==> config.mk <==
export PLATFORM = sky130hd
export DESIGN_NAME = conv_enc_framer
export DESIGN_NICKNAME = d
export VERILOG_FILES = /design/src/rtl/viterbi_pkg.sv /design/src/rtl/conv_enc_core.sv /design/src/rtl/conv_enc_framer.sv
export SDC_FILE = /design/constraint.sdc
export NUM_CORES = 1
export LEC_CHECK = 0
export CAP_MARGIN = 20
export CORE_MARGIN = 1
export CORE_UTILIZATION = 61
export CTS_BUF_LIST = sky130_fd_sc_hd__clkbuf_2 sky130_fd_sc_hd__clkbuf_4 sky130_fd_sc_hd__clkbuf_8
export DETAILED_ROUTE_END_ITERATION = 7
export PLACE_DENSITY = 0.92
export REMOVE_ABC_BUFFERS = 1
export SYNTH_ARGS = -nofsm -noshare
export SYNTH_HDL_FRONTEND = slang
export SYNTH_SLANG_ARGS = --single-unit
==> constraint.sdc <==
create_clock -name clk -period 3 [get_ports clk]
set_clock_uncertainty 0.1 [all_clocks]
set_input_delay 0.3 -clock clk [delete_from_list [all_inputs] [get_ports clk]]
set_output_delay 0.3 -clock clk [all_outputs]
set_load 0.005 [all_outputs]
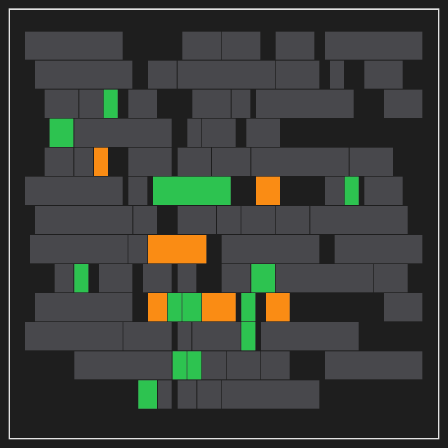
run_1/logic_types.png
| colour | family | cells |
|---|---|---|
| green | nand cells | 13 |
| orange | nor cells | 6 |
fraction of area in multi-input gates: 37.3%
Non-Filler Instances: 101
highest-count logic cell in the final layout: dfrtp_1

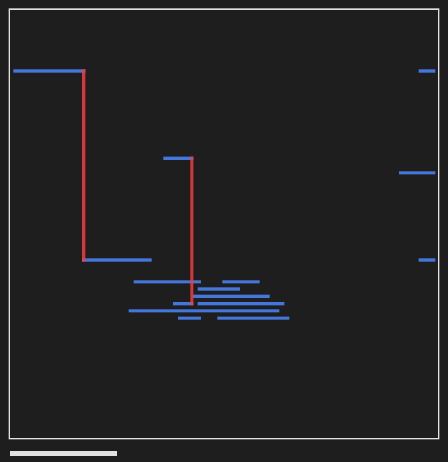
run_1/wires.png
The bar under the picture is 10 um long. Two of the layers only.
| colour | layer | wire length |
|---|---|---|
| blue | metal 3 | 72.0 um |
| red | metal 4 | 31.3 um |
global routing usage summed across all routing layers: 24.3%
vias post-DR: 608
post-detailed-route wirelength per cell: 15.3 um
total wire length: 1.54 mm

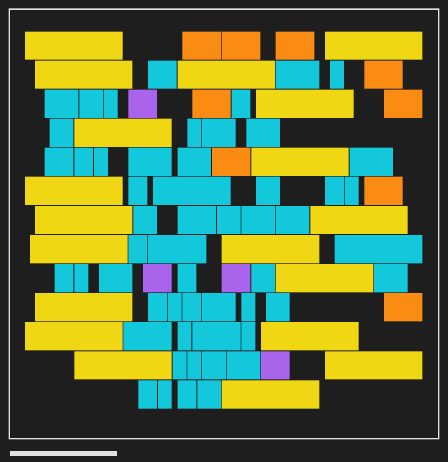
run_1/placement_by_type.png
The bar under the picture is 10 um long.
| colour | class | cells | share of their area |
|---|---|---|---|
| cyan | combinational and other logic | 54 | 40% |
| orange | remaining buffers and delay cells | 9 | 9.1% |
| purple | clock drivers and dummy loads | 4 | 3.0% |
| yellow | sequential cells | 19 | 48% |
Post-Route Utilization: 76.2%
flop share of the area: 47.4%

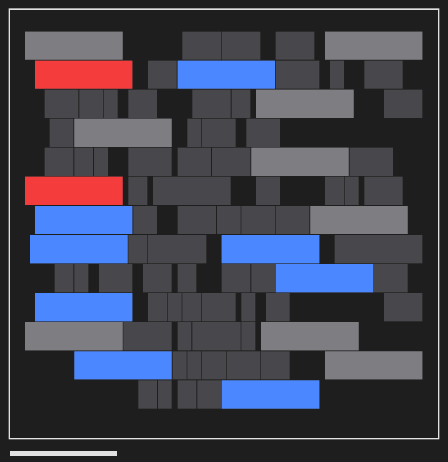
run_1/flops_by_reg.png
The bar under the picture is 10 um long.
| colour | signal | sequential cells |
|---|---|---|
| red | tail_cnt | 2 |
| blue | bit_cnt | 8 |
not coloured: 9
sequential logic power: 0.353 mW
register area: 475 um2

==> impl_metrics.py, run 1 <==
# Synthesis and PnR figures
metrics = {
    "run_status": {
        "run_status": "finished, final reports clean",
    },
    "critical_path": {
        "endpoint_kind": "primary output",
        "crit_path_top_delay_cell": "clkdlybuf4s50_1",
    },
    "global_routing": {
        "grt_antenna_before_repair": 0,
        "global_route.peak_usage_layer": "met2",
        "global_route.usage.met3_pct": 3.89,
    },
    "synthesis": {
        "syn-mean-instance-area_um2": 11.6,
        "post_synth_fa_ha_maj_area_fraction_pct": 2.83,
        "synth.top_cell.area_share_pct": 53.8,
        "syn-instance-count": 76,
        "synth.yosys.chip_area_um2": 883,
        "ys_sh_xor_pct": 7.51,
        "edf_count": 0,
        "netlist_top_cells_area": "dfrtp_1 54%, nand2_1 3.4%, xor2_1 3.0%, ha_1 2.8%, mux2_2 2.5%",
        "synth_cell_types": 34,
    },
    "layout": {
        "design_area_um2": 1000,
        "buffer_area_share_pct": 8.98,
        "final_net_count": 93,
        "mi_logic_area_um2": 374,
        "layout.cells.largest_class": "registers",
        "area_growth_from_synthesis_to_final_layout_pct": 13.6,
        "clock_cell_area_share_pct": 2.99,
    },
    "placed_design": {
        "io_buffers": 9,
    },
    "routing": {
        "initialDrtViolationCount": 17,
        "drt_pre_antenna_iters": 4,
        "drcViolationCount": 0,
        "detail_route.wirelength.met1_um": 617,
        "met3_wirelength_um": 72,
        "route.met2.wl_um": 822,
    },
    "floorplan": {
        "n_tap_cell": 15,
        "chip_area_um2": 1600,
        "io-pin-count": 10,
    },
    "clock_tree": {
        "cts.hold.buffers_added": 0,
        "tritoncts": "yes",
    },
    "timing": {
        "fmax_mhz": 607,
        "finalMaxSlewViolations": 0,
    },
    "pwr": {
        "pg_clk_mw": 0.131,
    },
}
==> inputs of run 2 (changes only) <==
--- a/config.mk
+++ b/config.mk
@@ -7,10 +7,10 @@
 export LEC_CHECK = 0
 export CAP_MARGIN = 20
 export CORE_MARGIN = 1
-export CORE_UTILIZATION = 61
+export CORE_UTILIZATION = 56
 export CTS_BUF_LIST = sky130_fd_sc_hd__clkbuf_2 sky130_fd_sc_hd__clkbuf_4 sky130_fd_sc_hd__clkbuf_8
 export DETAILED_ROUTE_END_ITERATION = 7
-export PLACE_DENSITY = 0.92
+export PLACE_DENSITY = 0.86
 export REMOVE_ABC_BUFFERS = 1
 export SYNTH_ARGS = -nofsm -noshare
 export SYNTH_HDL_FRONTEND = slang
==> constraint.sdc (replaced) <==
create_clock -name clk -period 1.6 [get_ports clk]
set_clock_uncertainty 0.1 [all_clocks]
set_input_delay 0.16 -clock clk [delete_from_list [all_inputs] [get_ports clk]]
set_output_delay 0.16 -clock clk [all_outputs]
set_load 0.005 [all_outputs]
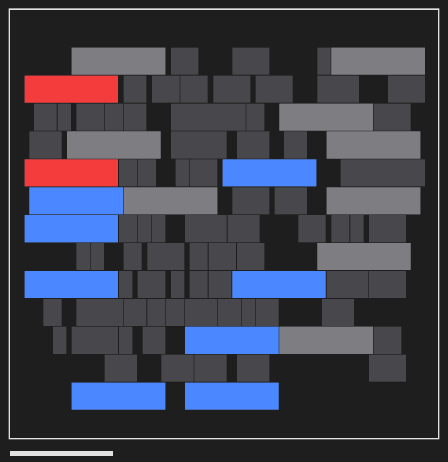
run_2/flops_by_reg.png
The bar under the picture is 10 um long.
Post-Route Utilization: 75.1%
flop share of the area: 45.8%

==> impl_metrics.py, run 2 <==
# Synthesis and PnR figures
metrics = {
    "critical_path": {
        "crit_path_top_delay_cell": "clkdlybuf4s50_1",
        "endpoint_kind": "primary output",
        "reg2reg_slack_ps": 160,
        "ff2ff_path_depth": 3,
    },
    "synthesis": {
        "multiplexer_share_of_the_synthesized_area_pct": 2.55,
        "synth.top_cell.area_share_pct": 53.8,
        "ys_sh_xor_pct": 7.51,
        "synth_cell_types": 34,
        "syn-instance-count": 76,
        "syn-mean-instance-area_um2": 11.6,
        "post_synth_fa_ha_maj_area_fraction_pct": 2.83,
        "synth.yosys.chip_area_um2": 883,
        "netlist_top_cells_area": "dfrtp_1 54%, nand2_1 3.4%, xor2_1 3.0%, ha_1 2.8%, mux2_2 2.5%",
        "edf_count": 0,
    },
    "routing": {
        "routed.top_layer": "met4",
        "drt_pre_antenna_iters": 4,
        "detail_route.wirelength_mm": 1.54,
        "vias_post_dr": 599,
        "met3_wirelength_um": 79,
        "route.met2.wl_um": 744,
        "drt-wirelength-per-cell_um": 14.5,
        "detail_route.wirelength.met1_um": 675,
        "drcViolationCount": 0,
    },
    "floorplan": {
        "chip_area_um2": 1740,
        "io-pin-count": 10,
        "n_tap_cell": 15,
    },
    "global_routing": {
        "grt_antenna_before_repair": 0,
        "grt.total_usage_pct": 20.0,
    },
    "timing": {
        "fmax_mhz": 650,
        "finalMaxSlewViolations": 0,
    },
    "run_status": {
        "run_status": "finished, final reports clean",
    },
    "layout": {
        "seqCellArea_um2": 475,
        "clockBufferCount": 3,
        "comb_area_share_pct": 36.0,
        "buffer_area_share_pct": 12.3,
        "clock_cell_area_share_pct": 2.65,
        "final_net_count": 98,
        "fin_cells": 106,
        "area_growth_from_synthesis_to_final_layout_pct": 17.6,
        "layout.cells.largest_class": "registers",
        "final_layout_top_logic_cell": "dfrtp_1",
        "design_area_um2": 1040,
    },
    "clock_tree": {
        "tritoncts": "yes",
        "cts.hold.buffers_added": 0,
    },
    "min_path": {
        "min-delay-path-class": "in2async",
    },
    "pwr": {
        "pg_clk_mw": 0.250,
        "seq-power_mw": 0.659,
    },
    "placed_design": {
        "io_buffers": 9,
    },
}
Power is estimated from default activity; no workload was simulated.
